--- config.mk ---
export PLATFORM = sky130hd
export DESIGN_NAME = refresh_executor
export DESIGN_NICKNAME = d
export VERILOG_FILES = /design/src/rtl/refresh_executor.sv
export SDC_FILE = /design/constraint.sdc
export NUM_CORES = 1
export LEC_CHECK = 0
export ABC_CLOCK_PERIOD_IN_PS = 2500
export CAP_MARGIN = 20
export CORE_MARGIN = 2
export CORE_UTILIZATION = 40
export DETAILED_ROUTE_END_ITERATION = 6
export GPL_ROUTABILITY_DRIVEN = 0
export GPL_TIMING_DRIVEN = 0
export PLACE_DENSITY_LB_ADDON = 0.25
export SLEW_MARGIN = 10
export SYNTH_ARGS = -nofsm -noshare
export SYNTH_HDL_FRONTEND = slang
export SYNTH_SLANG_ARGS = --single-unit
--- constraint.sdc ---
create_clock -name i_clk -period 2.5 [get_ports i_clk]
set_input_delay 0.5 -clock i_clk [delete_from_list [all_inputs] [get_ports i_clk]]
set_output_delay 0.5 -clock i_clk [all_outputs]
set_load 0.005 [all_outputs]
--- src/rtl/refresh_executor.sv ---
// rtl/refresh_executor.sv - refresh grant consumer: queues grants, issues PREA/REF, blocks ACT for tRP/tRFC
module refresh_executor #(
   parameter int T_RP     = 6,
   parameter int T_RFC    = 88,
   parameter int MAX_PEND = 8
) (
   input  logic       i_clk,
   input  logic       i_rstn,
   input  logic       i_ref_do,
   input  logic [3:0] i_warning,
   input  logic       i_sched_idle,
   input  logic [7:0] i_banks_open,
   output logic       o_ref_req,
   output logic       o_cmd_valid,
   output logic [1:0] o_cmd_type,
   input  logic       i_cmd_ready,
   output logic       o_busy,
   output logic       o_urgent,
   output logic       o_overflow
);

   localparam int T_MAX = (T_RFC > T_RP) ? T_RFC : T_RP;
   localparam int TW    = $clog2(T_MAX + 1);

   localparam logic [1:0] CMD_NOP  = 2'b00;
   localparam logic [1:0] CMD_PREA = 2'b01;
   localparam logic [1:0] CMD_REF  = 2'b10;

   typedef enum logic [2:0] {
      S_IDLE,
      S_PREA,
      S_WAIT_RP,
      S_REF,
      S_WAIT_RFC
   } state_t;

   state_t          r_state;
   state_t          w_state_nxt;
   logic [TW-1:0]   r_timer;
   logic [TW-1:0]   w_timer_nxt;
   logic [3:0]      r_pending;
   logic [3:0]      w_pending_nxt;
   logic            r_cmd_valid;
   logic [1:0]      r_cmd_type;
   logic            r_ref_req;
   logic            r_overflow;
   logic            w_full;
   logic            w_ref_acc;
   logic            w_inc;

   // A grant arriving while full is still absorbed if a REF retires in the same cycle.
   always_comb begin
      w_full    = (r_pending == 4'(MAX_PEND));
      w_ref_acc = (r_state == S_REF) && i_cmd_ready;
      w_inc     = i_ref_do && (!w_full || w_ref_acc);
      w_pending_nxt = r_pending;
      if (w_inc && !w_ref_acc)
         w_pending_nxt = r_pending + 4'd1;
      else if (!w_inc && w_ref_acc)
         w_pending_nxt = r_pending - 4'd1;
   end

   // Wait states leave one cycle early so the next offer lands exactly tRP/tRFC after acceptance.
   always_comb begin
      w_state_nxt = r_state;
      w_timer_nxt = r_timer;
      case (r_state)
         S_IDLE: begin
            if (r_pending != 4'd0)
               w_state_nxt = (i_banks_open != 8'd0) ? S_PREA : S_REF;
         end
         S_PREA: begin
            if (i_cmd_ready) begin
               if (T_RP > 1) begin
                  w_state_nxt = S_WAIT_RP;
                  w_timer_nxt = TW'(T_RP - 1);
               end else begin
                  w_state_nxt = S_REF;
                  w_timer_nxt = '0;
               end
            end
         end
         S_WAIT_RP: begin
            if (r_timer <= TW'(1)) begin
               w_state_nxt = S_REF;
               w_timer_nxt = '0;
            end else begin
               w_timer_nxt = r_timer - TW'(1);
            end
         end
         S_REF: begin
            if (i_cmd_ready) begin
               if (T_RFC > 1) begin
                  w_state_nxt = S_WAIT_RFC;
                  w_timer_nxt = TW'(T_RFC - 1);
               end else begin
                  w_state_nxt = S_IDLE;
                  w_timer_nxt = '0;
               end
            end
         end
         S_WAIT_RFC: begin
            if (r_timer <= TW'(1)) begin
               w_state_nxt = S_IDLE;
               w_timer_nxt = '0;
            end else begin
               w_timer_nxt = r_timer - TW'(1);
            end
         end
         default: begin
            w_state_nxt = S_IDLE;
            w_timer_nxt = '0;
         end
      endcase
   end

   always_ff @(posedge i_clk or negedge i_rstn) begin
      if (!i_rstn) begin
         r_state     <= S_IDLE;
         r_timer     <= '0;
         r_pending   <= 4'd0;
         r_cmd_valid <= 1'b0;
         r_cmd_type  <= CMD_NOP;
         r_ref_req   <= 1'b0;
         r_overflow  <= 1'b0;
      end else begin
         r_state     <= w_state_nxt;
         r_timer     <= w_timer_nxt;
         r_pending   <= w_pending_nxt;
         r_cmd_valid <= (w_state_nxt == S_PREA) || (w_state_nxt == S_REF);
         r_cmd_type  <= (w_state_nxt == S_PREA) ? CMD_PREA :
                        (w_state_nxt == S_REF)  ? CMD_REF  : CMD_NOP;
         // Built from next-cycle values so a grant drops the request immediately.
         r_ref_req   <= (w_state_nxt == S_IDLE) && (w_pending_nxt == 4'd0) &&
                        i_sched_idle && (i_warning < 4'd8);
         if (i_ref_do && !w_inc)
            r_overflow <= 1'b1;
      end
   end

   assign o_cmd_valid = r_cmd_valid;
   assign o_cmd_type  = r_cmd_type;
   assign o_ref_req   = r_ref_req;
   assign o_overflow  = r_overflow;
   assign o_busy      = (r_state != S_IDLE) || (r_pending != 4'd0);
   assign o_urgent    = (i_warning >= 4'd6) || (r_pending >= 4'd6);

endmodule
### Supply network, run 1

The bar under the picture is 20 microns long. Pins as bars on the die edge. Tap cells in gray.
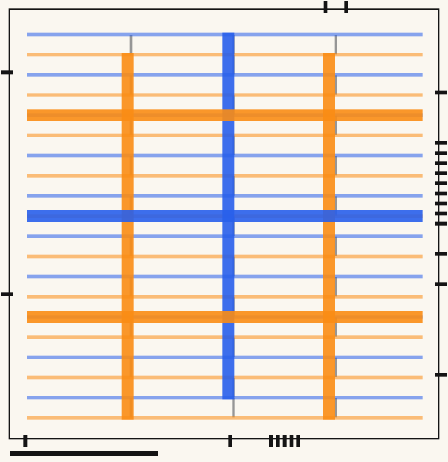
legend:
  VDD:
    color: blue
  VSS:
    color: orange
met5 straps: 3
tap cells: 31
rows: 19

### Congestion heat map, run 1

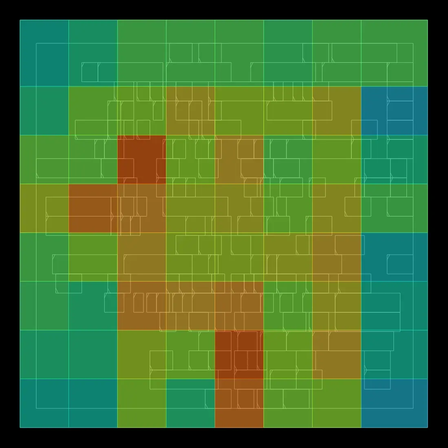
grt met2 use: 28.4%
gr usage total: 16.5%
DR WL/cell: 13.3 microns

### Zoomed window, run 1

Window x 31 to 56, y 2 to 27 microns. Cells in gray, sequential cells in the stronger gray; small squares are vias.
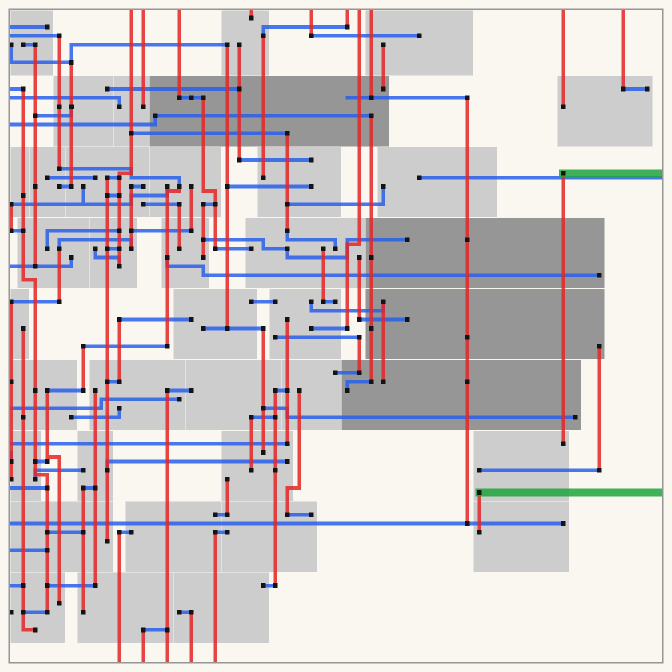
legend:
  metal 2:
    color: red
  metal 3:
    color: green
  metal 1:
    color: blue
sequential cells in the window: 4
most frequent: clkdlybuf4s50_1 (8), dfrtp_1 (4)
cells with their middle in the window: 37
netlist names of flops here include: r_pending (2)

==> job_summary.md, run 1 <==
### Flow metrics

| Metric | Value |
|---|---|
| Sequential area share after synthesis | `41.2%` |
| Core area | `2760 sq um` |
| Combinational power share | `59.1%` |
| Latency at later pin | `0.29 ns` |
| Port bufs | `22` |
| Commonest flop | `dfrtp_1` |
| Critical path type | `in -> reg` |
| Slew @ Worst Pin | `0.841 ns` |
| Post-Synthesis Cells | `127` |
| Final net count | `177` |
| Die W | `57.7 microns` |
| Dpl cells | `180` |
| Area reported by Yosys stat | `1150 sq um` |
| CP bufs+invs | `1` |
| Root Driver | `clkbuf_4` |
| Most used cell, CP | `or4_1` |
| Largest net degree at the start of global routing | `20` |
| Top reg by flops | `r_timer` |
| DR pass1 iterations | `3` |
| Critical path depth | `6` |
| Switching part of the total | `43.4%` |
| Area leader, netlist | `dfrtp_1` |
| Yosys cell types | `42` |
| IR drop worst, VDD | `0.698 mV` |
| Comb group | `1.00 mW` |
| HPWL Detailed | `1.91 mm` |
| # Cells Yosys | `127` |
| CP max stage cell | `or4_1` |
| Yosys Warn Count | `0` |
| H-tree levels | `1` |
| Top cell area share | `41.2%` |
| Area Overhead vs Synth | `26.9%` |
| Vias in the first global route | `1028` |
| Pwr Total | `1.70 mW` |
| Post-Syn Area | `1150 sq um` |
| Final cell count without fillers | `185` |
| Largest registers | `r_timer x7, r_pending x4, r_state x3` |
| Worst EP required | `2.70 ns` |
| Sink Count | `19` |
| Bufs on Longest Clock Path | `2` |
| Row count | `19` |
| CTS tree | `yes` |
| CP endpoint kind | `flip-flop` |
| FMAX | `445 MHz` |
| DIE AREA | `3330 sq um` |
| Initial antenna violation count | `0` |
| First-pass GRT wire length | `4.32 mm` |
| Clock slew at reported path FFs | `0.11 ns` |
| Fp util | `41.8%` |
| Top cells excl fill/tap | `clkdlybuf4s50_1 (21), dfrtp_1 (17), o21ai_0 (10), nor2_1 (10), nand2_1 (9)` |
| Top cell excl fill/tap | `clkdlybuf4s50_1` |
| Area after DPL | `1410 sq um` |
| Fin worst setup slack | `0.255 ns` |
| Crit-path max cell delay | `0.52 ns` |
| Clock share of power | `9.3%` |
| Via count | `1019` |
| Int Power | `0.962 mW` |
| Final Hold Fails | `0` |
| Main power group | `combinational cells` |
| Tcrit/Tclk final | `89.8%` |
| Reg2reg path depth | `6` |
| Rel. slew slack | `43.7%` |
| Post-place setup slack | `-0.0648 ns` |
| Setup TNS | `0 ns` |
| Min Hold Slack | `0.498 ns` |
| WP data arrival | `2.45 ns` |
| PD cells | `1160 nW/um^2` |
| Num CTS Buffers | `3` |
| Family with the most delay on the worst path | `simple AND/OR/NAND/NOR gates` |
| Post-route cell area | `1460 sq um` |
| Register area | `478 sq um` |
| Final setup violation count | `0` |
| Worst Hold Path Cells | `1` |
| Number of enable flip-flop cells | `0` |
| Largest register FFs | `7` |
| Clk power | `0.157 mW` |
| Grt ovf | `0` |
| Post-synthesis async set-or-reset flop share | `100%` |
| Unrepaired setup endpoints after global routing | `false` |
| Layout cells sized above 1 | `11.7%` |
| # diodes | `0` |
| Post-layout util | `53.1%` |
| Syn_nets | `149` |
| CP Max Fanout | `3` |
| DRT Wirelength | `2.46 mm` |
| Leak | `0.608 nW` |
| Startpoint types | `input pin` |
| HP Class | `reg -> reg` |
| #FFs+latches synth | `19` |
| Mean area per synthesized cell | `9.08 sq um` |
| P_seq | `0.538 mW` |
| Clock Skew | `0.0120 ns` |
| I/O pin count | `24` |
| Worst path cell trace | `clkdlybuf4s50_1, or4_1, mux2i_1, xor2_1, or4_1, nor4_2` |
| Final ANT Viol Nets | `0` |
| Psw | `0.737 mW` |
| Tool warnings | `30` |
| Fin crit period | `2.25 ns` |
| Flop pwr share | `31.7%` |
| Post-synth area hogs | `dfrtp_1 (41%), ha_1 (5.4%), o21ai_0 (4.3%), nor2_1 (3.3%), a21oi_1 (3.0%)` |
| Combinational Area | `624 sq um` |
| Status | `finished, final reports clean` |
| Post-route DRC | `0` |
| Final Max Slew Viols | `0` |
| Post-DR vias/cell | `5.51` |
| Die Span Y | `57.7 microns` |
==> run 1: cell families (layout without fill, tap and decap cells) <==
kind of cell	Yosys count	in the layout	share of synthesized area (%)
compound gates	33	33	19.0
flops	19	19	41.2
fa+ha+maj	5	5	5.42
buf+inv	13	40	5.31
simple gates	52	52	25.2
mux	1	1	0.868
xor+xnor	4	4	3.04
==> run 1: final cells by class <==
class                      count  share of cell area (%)
multi-input combinational     95                    42.6
sequential                    19                    32.6
timing repair buffer          24                    16.2
tap                           31                    2.65
buffer                         5                    2.14
inverter                       7                    1.79
clock buffer                   3                    1.54
clock inverter                 1                   0.342
==> run 1: cell usage after synthesis, drive strengths merged (2+ instances only) <==
master,number
nor2,10
inv,7
dfrtp,19
nand3b,2
xnor2,2
and2,3
a21oi,7
nand2b,4
nand4b,2
nand3,3
nand2,9
nor4,3
o311ai,2
or3,2
xor2,2
or4,2
nor3,7
ha,5
a211oi,2
buf,3
o21ai,10
o21bai,2
clkbuf,3
==> run 1: per-layer routing <==
metal	vias up	track usage, %	part of all wire (%)
li1	520	-	-
met1	482	21.2	47
met2	15	28.4	49
met3	2	3.13	3.5
met4	0	4.65	0.73
met5	-	0	0
==> run 1: final timing paths <==
path / start / to / slack [ns]
worst max-delay path: i_ref_do / o_ref_req / 0.25
max in group asynchronous: i_rstn / r_pending[1] / 1.25
worst max register to register: r_pending[0] / o_ref_req / 0.37
min in group asynchronous: i_rstn / r_timer[4] / 0.67
worst min register to register: o_overflow / o_overflow / 0.50
worst min-delay path: o_overflow / o_overflow / 0.50
==> run 1: repair_timing <==
action | CTS | global route
hold buffers | 0 | 0
setup buffers | 2 | 0
resized | 2 | 3
endpoints found under the setup margin | 1 | 1
==> inputs of run 2 (changes only) <==
--- a/config.mk
+++ b/config.mk
@@ -13,6 +13,7 @@
 export GPL_ROUTABILITY_DRIVEN = 0
 export GPL_TIMING_DRIVEN = 0
 export PLACE_DENSITY_LB_ADDON = 0.25
+export REMOVE_ABC_BUFFERS = 1
 export SLEW_MARGIN = 10
 export SYNTH_ARGS = -nofsm -noshare
 export SYNTH_HDL_FRONTEND = slang
### Zoomed window, run 2

Window x 31 to 56, y 2 to 27 microns. Cells in gray, sequential cells in the stronger gray; small squares are vias.
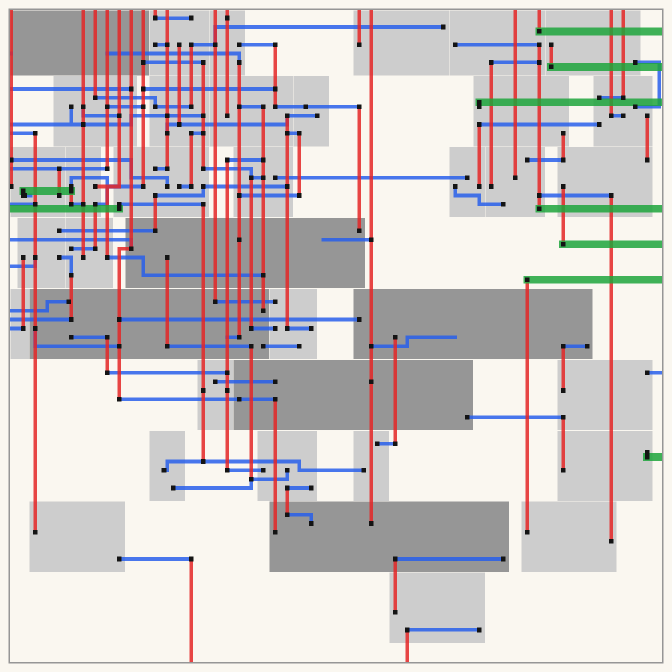
legend:
  metal 2:
    color: red
  metal 1:
    color: blue
  metal 3:
    color: green
most frequent: clkdlybuf4s50_1 (10), dfrtp_1 (6), inv_1 (3)
netlist names of flops here include: r_state (3), o_cmd_type (2)
cells with their middle in the window: 36
sequential cells in the window: 6

### Where the registers sit, run 2

Other sequential cells in the stronger gray, the rest of the logic in the fainter gray.
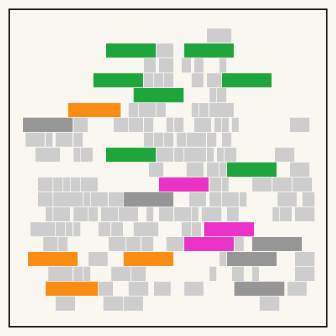
legend:
  r_pending:
    color: orange
    placed_flops: 4
  r_timer:
    color: green
    placed_flops: 7
    where: top center
  r_state:
    color: magenta
    placed_flops: 3

==> job_summary.md, run 2 <==
### Flow metrics

| Metric | Value |
|---|---|
| Layout cells sized above 1 | `9.40% (-2.3 points)` |
| Post-layout util | `51.7% (-1.4 points)` |
| Largest registers | `r_timer x7, r_pending x4, r_state x3` |
| Clk power | `0.156 mW (about the same)` |
| Switching part of the total | `43.7% (+0.36 points)` |
| Top cell area share | `41.2% (unchanged)` |
| Clock Skew | `0.0115 ns (-0.000500 ns)` |
| Rel. slew slack | `41.8% (-2.0 points)` |
| P_seq | `0.583 mW (+8.4%)` |
| CP endpoint kind | `primary output` |
| DIE AREA | `3330 sq um (unchanged)` |
| Post-place setup slack | `-0.267 ns (-0.202 ns)` |
| Most common cell in the netlist | `dfrtp_1` |
| Row count | `19 (unchanged)` |
| Number of enable flip-flop cells | `0 (unchanged)` |
| Largest net degree at the start of global routing | `20 (unchanged)` |
| Startpoint types | `flip-flop` |
| Core area | `2760 sq um (unchanged)` |
| Fp util | `41.8% (unchanged)` |
| Die Span Y | `57.7 microns (unchanged)` |
| Largest register FFs | `7 (unchanged)` |
| Commonest flop | `dfrtp_1` |
| H-tree levels | `1 (unchanged)` |
| Sink Count | `19 (unchanged)` |
| PD cells | `1150 nW/um^2 (-0.58%)` |
| Top cells excl fill/tap | `clkdlybuf4s50_1 (20), dfrtp_1 (17), o21ai_0 (10), nor2_1 (10), nand2_1 (9)` |
| Clock slew at reported path FFs | `0.10 ns (about the same)` |
| Slew @ Worst Pin | `0.871 ns (+0.0296 ns)` |
| FMAX | `437 MHz (-1.8%)` |
| Final ANT Viol Nets | `0 (unchanged)` |
| # Cells Yosys | `127 (unchanged)` |
| # diodes | `0 (unchanged)` |
| Tool warnings | `29 (-3.3%)` |
| Post-Synthesis Cells | `127 (unchanged)` |
| Yosys cell types | `42 (unchanged)` |
| I/O pin count | `24 (unchanged)` |
| Area leader, netlist | `dfrtp_1` |
| Post-DR vias/cell | `5.62 (+2.0%)` |
| Comb group | `0.908 mW (-9%)` |
| Unrepaired setup endpoints after global routing | `false` |
| Status | `finished, final reports clean` |
| Psw | `0.720 mW (-2.3%)` |
| Combinational power share | `55.1% (-4.0 points)` |
| DR pass1 iterations | `4 (+1)` |
| Grt ovf | `0 (unchanged)` |
| Initial antenna violation count | `0 (unchanged)` |
| Final setup violation count | `0 (unchanged)` |
| Tcrit/Tclk final | `91.5% (+1.7 points)` |
| Post-route DRC | `0 (unchanged)` |
| Final cell count without fillers | `180 (-2.7%)` |
| Top reg by flops | `r_timer` |
| Clock share of power | `9.5% (+0.2 points)` |
| Final net count | `172 (-2.8%)` |
| Dpl cells | `174 (-3.3%)` |
| HP Class | `reg -> reg` |
| DRT Wirelength | `2.40 mm (-2.4%)` |
| DR WL/cell | `13.3 microns (+0.27%)` |
| Post-synth area hogs | `dfrtp_1 (41%), ha_1 (5.4%), o21ai_0 (4.3%), nor2_1 (3.3%), a21oi_1 (3.0%)` |
| Latency at later pin | `0.30 ns (about the same)` |
| Via count | `1011 (-0.79%)` |
| WP data arrival | `1.79 ns (-0.66 ns)` |
| Post-synthesis async set-or-reset flop share | `100% (unchanged)` |
| Min Hold Slack | `0.494 ns (-0.00440 ns)` |
| Critical path type | `reg -> out` |
| Setup TNS | `0 ns (unchanged)` |
| Yosys Warn Count | `0 (unchanged)` |
| Die W | `57.7 microns (unchanged)` |
| Mean area per synthesized cell | `9.08 sq um (unchanged)` |
| Post-route cell area | `1430 sq um (-2.6%)` |
| Num CTS Buffers | `3 (unchanged)` |
| Port bufs | `22 (unchanged)` |
| Pwr Total | `1.65 mW (-3.1%)` |
| CTS tree | `yes` |
| Fin crit period | `2.29 ns (+0.0421 ns)` |
| Main power group | `combinational cells` |
| IR drop worst, VDD | `0.658 mV (-5.8%)` |
| Sequential area share after synthesis | `41.2% (unchanged)` |
| Vias in the first global route | `933 (-9.2%)` |
| Top cell excl fill/tap | `clkdlybuf4s50_1` |
| Post-Syn Area | `1150 sq um (unchanged)` |
| Root Driver | `clkbuf_4` |
| Worst EP required | `2.00 ns (-0.70 ns)` |
| Fin worst setup slack | `0.213 ns (-0.0421 ns)` |
## run 2: path summary, 6_finish.rpt
path | start | endpoint | slack [ns] | cells after the start
max in group asynchronous | i_rstn | r_pending[0] | 1.21 | 1
max reg2reg | r_pending[0] | o_ref_req | 0.37 | 6
min in group asynchronous | i_rstn | r_pending[1] | 0.68 | 1
min reg2reg | o_overflow | o_overflow | 0.49 | 1
max | r_pending[0] | o_busy | 0.21 | 5
min | o_overflow | o_overflow | 0.49 | 1
## run 2: logic make-up (layout without fill, tap and decap cells)
logic type	after synthesis	after routing	share of synthesized area [%]
buffers and inverters	13	35	5.31
xor gates and xnor gates	4	4	3.04
and+or+nand+nor	52	52	25.2
DFF	19	19	41.2
muxes	1	1	0.868
AOI/OAI and AO/OA	33	33	19.0
adders and majority gates	5	5	5.42
## run 2: worst max-delay path, cell delays in order (launching register included)
cell           delay (ns)
dfrtp_2              0.43
inv_1                0.09
ha_2                 0.20
nand2b_1             0.07
or3b_2               0.44
dlygate4sd2_1        0.27
## run 2: what timing repair did
| item | CTS | global route |
|---|---|---|
| setup endpoints to repair | 1 | 1 |
| setup buffers | 2 | 0 |
| pin swaps | 0 | 0 |
| gates resized | 4 | 1 |
## run 2: final cells by class
type                            count  area (sq um)
Fill cell                         246          1330
Multi-Input combinational cell     95           619
Sequential cell                    19           478
Timing Repair Buffer               24           236
Tap cell                           31          38.8
Inverter                            7          26.3
Clock buffer                        3          22.5
Clock inverter                      1          5.00
## run 2: per-layer routing
layer  part of all wire (%)  wire, microns  global-route usage (%)
met1                     44           1050                    18.9
met4                   0.79             19                    4.98
met2                     51           1220                    27.9
met5                      0              0                       0
met3                    4.6            111                    2.90
Power is estimated from default activity; no workload was simulated.
